<file path="src/rtl/sa_row_skewer.sv">
// -----------------------------------------------------------------------------
// sa_row_skewer
//
// Purpose
//   Feeds the left edge of a systolic array. Every accepted activation vector
//   is split into ROWS lanes, and lane r is delayed by r extra cycles. The
//   result is the diagonal wavefront that the array rows expect. The array
//   never stalls, so the delay chains shift on every cycle. Cycles without an
//   accepted beat inject bubbles, which carry data 0 and valid 0.
//
//   A small FSM tracks tile boundaries. After the beat flagged with i_last is
//   accepted, the block stops accepting input. It waits until that beat has
//   reached the last row. It then pulses o_done and returns to IDLE.
//
// Parameters
//   ROWS    number of array rows fed (1..16)
//   MUL_BW  activation lane width (bf16 = 16)
//
// Ports
//   clk         rising-edge clock
//   rst         synchronous active-high reset
//   i_valid     upstream beat valid
//   i_data      activation vector, lane r = bits [r*MUL_BW +: MUL_BW]
//   i_last      final beat of a tile (only meaningful on accept)
//   o_ready     a beat can be accepted this cycle
//   o_left      skewed activations, lane r -> i_left of array row r
//   o_left_vld  per-lane flag: 1 = real activation, 0 = bubble
//   o_busy      high in STREAM, DRAIN and DONE
//   o_done      one-cycle pulse when the last beat reaches row ROWS-1
//   o_beat_cnt  beats accepted in the current (or most recent) tile
// -----------------------------------------------------------------------------
module sa_row_skewer #(
    parameter int ROWS   = 4,
    parameter int MUL_BW = 16
) (
    input  logic                     clk,
    input  logic                     rst,
    input  logic                     i_valid,
    input  logic [ROWS*MUL_BW-1:0]   i_data,
    input  logic                     i_last,
    output logic                     o_ready,
    output logic [ROWS*MUL_BW-1:0]   o_left,
    output logic [ROWS-1:0]          o_left_vld,
    output logic                     o_busy,
    output logic                     o_done,
    output logic [15:0]              o_beat_cnt
);

    localparam int CNT_W = 5;

    // The drain counter is loaded on DRAIN entry and expires at zero. This
    // gives ROWS-1 DRAIN cycles followed by one DONE cycle. DONE therefore
    // lines up with the last beat leaving lane ROWS-1.
    localparam logic [CNT_W-1:0] DRAIN_LOAD = (ROWS > 1) ? CNT_W'(ROWS - 2) : '0;

    typedef enum logic [1:0] {
        S_IDLE,
        S_STREAM,
        S_DRAIN,
        S_DONE
    } state_e;

    state_e             state_q, state_d;
    logic [CNT_W-1:0]   drain_cnt_q, drain_cnt_d;
    logic [15:0]        beat_cnt_q, beat_cnt_d;
    logic               ready_c;
    logic               accept;
    logic [ROWS*MUL_BW-1:0] head_dat;

    function automatic logic [15:0] sat_inc16(input logic [15:0] v);
        sat_inc16 = (v == 16'hFFFF) ? v : v + 16'd1;
    endfunction

    assign accept   = i_valid & ready_c;
    // Zero data on non-accept cycles, so bubble lanes present 0 rather than stale data.
    assign head_dat = accept ? i_data : '0;

    // ---------------------------------------------------------------------
    // Control FSM: state register
    // ---------------------------------------------------------------------
    always_ff @(posedge clk) begin
        if (rst) begin
            state_q     <= S_IDLE;
            drain_cnt_q <= '0;
            beat_cnt_q  <= '0;
        end else begin
            state_q     <= state_d;
            drain_cnt_q <= drain_cnt_d;
            beat_cnt_q  <= beat_cnt_d;
        end
    end

    // ---------------------------------------------------------------------
    // Control FSM: next state and outputs
    // ---------------------------------------------------------------------
    always_comb begin
        state_d     = state_q;
        drain_cnt_d = drain_cnt_q;
        beat_cnt_d  = beat_cnt_q;
        ready_c     = 1'b0;

        unique case (state_q)
            S_IDLE: begin
                ready_c = 1'b1;
                if (i_valid) begin
                    // The first beat of a tile restarts the count at 1.
                    beat_cnt_d = 16'd1;
                    if (i_last) begin
                        if (ROWS > 1) begin
                            state_d     = S_DRAIN;
                            drain_cnt_d = DRAIN_LOAD;
                        end else begin
                            state_d = S_DONE;
                        end
                    end else begin
                        state_d = S_STREAM;
                    end
                end
            end

            S_STREAM: begin
                ready_c = 1'b1;
                if (i_valid) begin
                    beat_cnt_d = sat_inc16(beat_cnt_q);
                    if (i_last) begin
                        if (ROWS > 1) begin
                            state_d     = S_DRAIN;
                            drain_cnt_d = DRAIN_LOAD;
                        end else begin
                            state_d = S_DONE;
                        end
                    end
                end
            end

            S_DRAIN: begin
                if (drain_cnt_q == '0) begin
                    state_d = S_DONE;
                end else begin
                    drain_cnt_d = drain_cnt_q - 1'b1;
                end
            end

            S_DONE: begin
                state_d = S_IDLE;
            end

            default: begin
                state_d = S_IDLE;
            end
        endcase
    end

    assign o_ready    = ready_c;
    assign o_busy     = (state_q != S_IDLE);
    assign o_done     = (state_q == S_DONE);
    assign o_beat_cnt = beat_cnt_q;

    // ---------------------------------------------------------------------
    // Per-lane delay chains: lane r holds r+1 registers.
    // The newest entry sits in the low slice and the oldest drives o_left.
    // ---------------------------------------------------------------------
    for (genvar r = 0; r < ROWS; r++) begin : g_lane
        logic [(r+1)*MUL_BW-1:0] dat_q, dat_d;
        logic [r:0]              vld_q, vld_d;

        if (r == 0) begin : g_head
            assign dat_d = head_dat[MUL_BW-1:0];
            assign vld_d = accept;
        end else begin : g_tail
            assign dat_d = {dat_q[r*MUL_BW-1:0], head_dat[r*MUL_BW +: MUL_BW]};
            assign vld_d = {vld_q[r-1:0], accept};
        end

        always_ff @(posedge clk) begin
            if (rst) begin
                dat_q <= '0;
                vld_q <= '0;
            end else begin
                dat_q <= dat_d;
                vld_q <= vld_d;
            end
        end

        assign o_left[r*MUL_BW +: MUL_BW] = dat_q[r*MUL_BW +: MUL_BW];
        assign o_left_vld[r]              = vld_q[r];
    end

endmodule

</file>
<file path="config.mk">
export PLATFORM = sky130hd
export DESIGN_NAME = sa_row_skewer
export DESIGN_NICKNAME = d
export VERILOG_FILES = /design/src/rtl/sa_row_skewer.sv
export SDC_FILE = /design/constraint.sdc
export NUM_CORES = 1
export LEC_CHECK = 0
export ABC_AREA = 1
export CELL_PAD_IN_SITES_DETAIL_PLACEMENT = 0
export CELL_PAD_IN_SITES_GLOBAL_PLACEMENT = 1
export CORE_MARGIN = 5
export CORE_UTILIZATION = 38
export CTS_CLUSTER_SIZE = 40
export DETAILED_ROUTE_END_ITERATION = 6
export HOLD_SLACK_MARGIN = 0.06
export PLACE_DENSITY_LB_ADDON = 0.05
export SKIP_LAST_GASP = 1
export SLEW_MARGIN = 40
export SYNTH_ARGS = -nofsm -noshare
export SYNTH_HDL_FRONTEND = slang
export SYNTH_SLANG_ARGS = --single-unit
</file>
<file path="constraint.sdc">
create_clock -name clk -period 2.24 [get_ports clk]
set_input_delay 0.448 -clock clk [delete_from_list [all_inputs] [get_ports clk]]
set_output_delay 0.448 -clock clk [all_outputs]
set_load 0.01 [all_outputs]
</file>
Fig. 1: the clock network
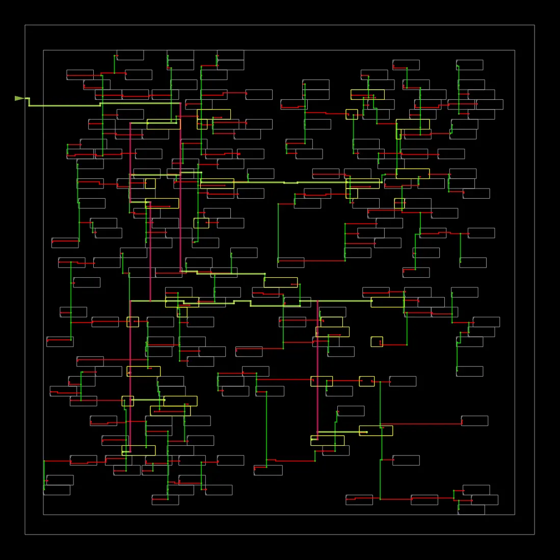
Worst Skew: 0.00816 ns
CTS sink cnt: 187
Clock group: 2.93 mW
registers: 187
insertion delay at the late pin of the worst-skew pair: 0.43 ns

Fig. 2: the metal 1 layer
Supply wires on this layer in gray.
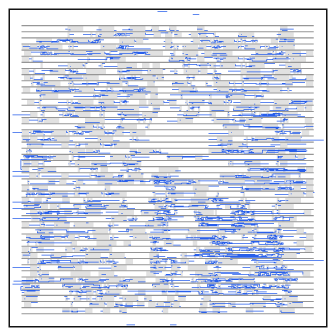
The layer carries 5410 µm of wire. The wires run mostly horizontal.

Fig. 3: drive-strength map
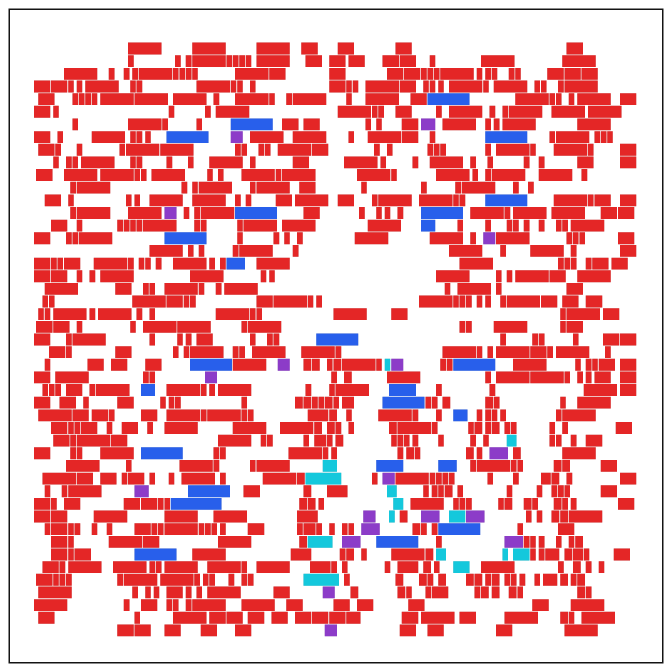
Key: cyan = drive 2 [cells 14]; purple = drive 3 to 4 [cells 18]; blue = drive 6 and up [cells 25]; red = drive 1 or less [cells 854]

Fig. 4: placed cells, one color a class
The bar under the picture is 50 µm long.
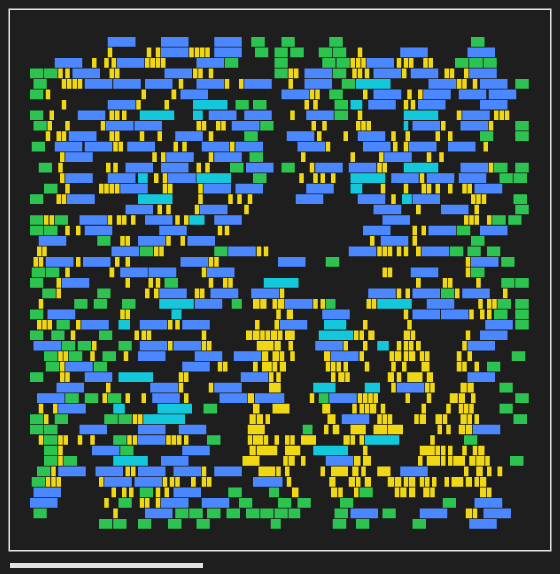
Key: yellow = all other logic [cells 533]; cyan = clock drivers and dummy loads [cells 32]; blue = flip-flops [cells 187]; green = other buffers and delay cells [cells 159]
Core Footprint: 0.0166 mm²
finished layout cell area: 0.00842 mm²
Final Core Density: 0.508
# rows: 47
flop share of the area: 0.445

Fig. 5: clock distribution
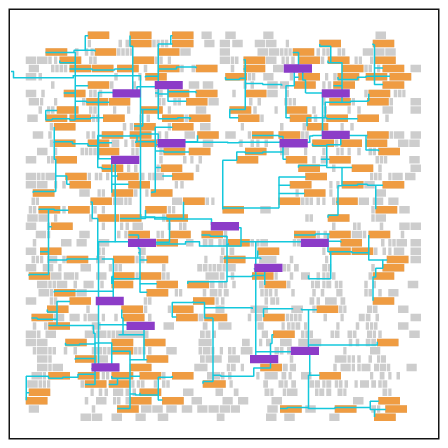
Key: cyan = clock wires [length 2120 µm]; purple = cells driving clock nets [count 17]; orange = flip-flops [count 187]
There are 18 routed clock nets. Position of the flops: all over the die.
clock network fraction of design power: 0.374

==> CHANGELOG.md <==
### Implementation results

- Critical path class: flop to primary output
- Top logic cells by instance count in the layout: nor2_1, inv_1, dfxtp_1
- Remaining DRCs: 0
- Hold WS: between 0.2 and 0.3 ns
- CP Max Fanout: 4
- Setup bufs post-CTS: 0
- Violation tally from detailed-route iteration zero: ~150
- Post-synth top area cell: dfxtp_1
- Number of diodes: 0
- GRT Overall Usage: 0.124
- Most frequent CP cell: inv_1
- Combinational power: 1.20 mW
- I/O Buffers: about 150
- Largest net degree at the start of global routing: 62
- Hold Path Origin: rst
- Family with the most delay on the worst path: buffers and inverters
- Share of cells above drive strength 1: 0.0626
- Worst Hold End: o_beat_cnt[6]$_SDFFE_PP0P_
- Post-synthesis compound-gate area fraction: 0.0324
- Combinational power share: 0.153
- Max power group: sequential cells
- HPWL after DPL: 8.65 mm
- Status: completed
- Synthesized area: between 0.006 and 0.007 mm²
- CP endpoint kind: primary output
- Crit. path cell count: 4
- Routed Antenna Nets: 0
- Crit Reg-Reg Endpoint: o_beat_cnt[10]$_SDFFE_PP0P_
- Slowest cell on the critical path: clkdlybuf4s50_1
- Sequential area share after synthesis: 0.581
- Top cells by count: nor2_1, inv_1, dfxtp_1
- Fin crit period: 2.13 ns
- Post-synthesis cell type count: 25
- Tool warnings: 30
- Worst Setup SP: state_q[0]$_SDFFE_PP0P_
- Asr flop ratio synth: 0
- Hold Violations, Final: 0
- GP Congestion: 0.816
- Final net count: 973
- Root Driver: clkbuf_16
- Final period util: 0.951
- Syn Inst Count: slightly below 800
- Congestion Overflow GR: 0
- Vias in the first global route: about 4200
- FP Util: 0.388
- R2r worst-path depth: 11
- Resized cells post-CTS: 4
- Routed WL: about 12 mm
- Reg2reg start: state_q[1]$_SDFFE_PP0P_
- Yosys Chip Area: roughly 0.0064 mm²
- Final setup viols: 0
- Psw: approximately 2.1 mW
- Slew Limit Fails: 0
- Logic family by area: buffers and inverters
- Area growth syn-to-layout: 30.8%
- Reg power frac: 0.473
- Fmax: 469 MHz
- PD cells: 929 mW/mm²
- DP Worst Slack: between 0.2 and 0.3 ns
- Via count: about 4400
- Worst Hold Class: primary input to flop
- Final cell count without fillers: around 1100
layout make-up:
cell class | instances | area (µm²)
fillers | 1636 | 8160
flip-flops and latches | 187 | 3750
repair buffers | 159 | 1580
multi-input cells | 334 | 1490
inverters | 199 | 747
clock buffers | 18 | 429
well taps | 220 | 275
clock inverters | 14 | 159
per-layer routing:
layer | GRT usage | part of all wire | up-vias
met5 | 0 | 0 | -
li1 | - | - | 2410
met4 | 0.0469 | 0.016 | 0
met2 | 0.190 | 0.43 | 120
met3 | 0.0644 | 0.10 | 17
met1 | 0.148 | 0.45 | 1889
cells by family (layout without fill, tap and decap cells):
kind of cell	count (synthesis)	in the layout
compound gates	40	40
flops	187	187
simple gates	285	285
xor+xnor	2	2
buf+inv	269	390
fa+ha+maj	7	7
No activity file was given, so power comes from the tool's default toggle rates.
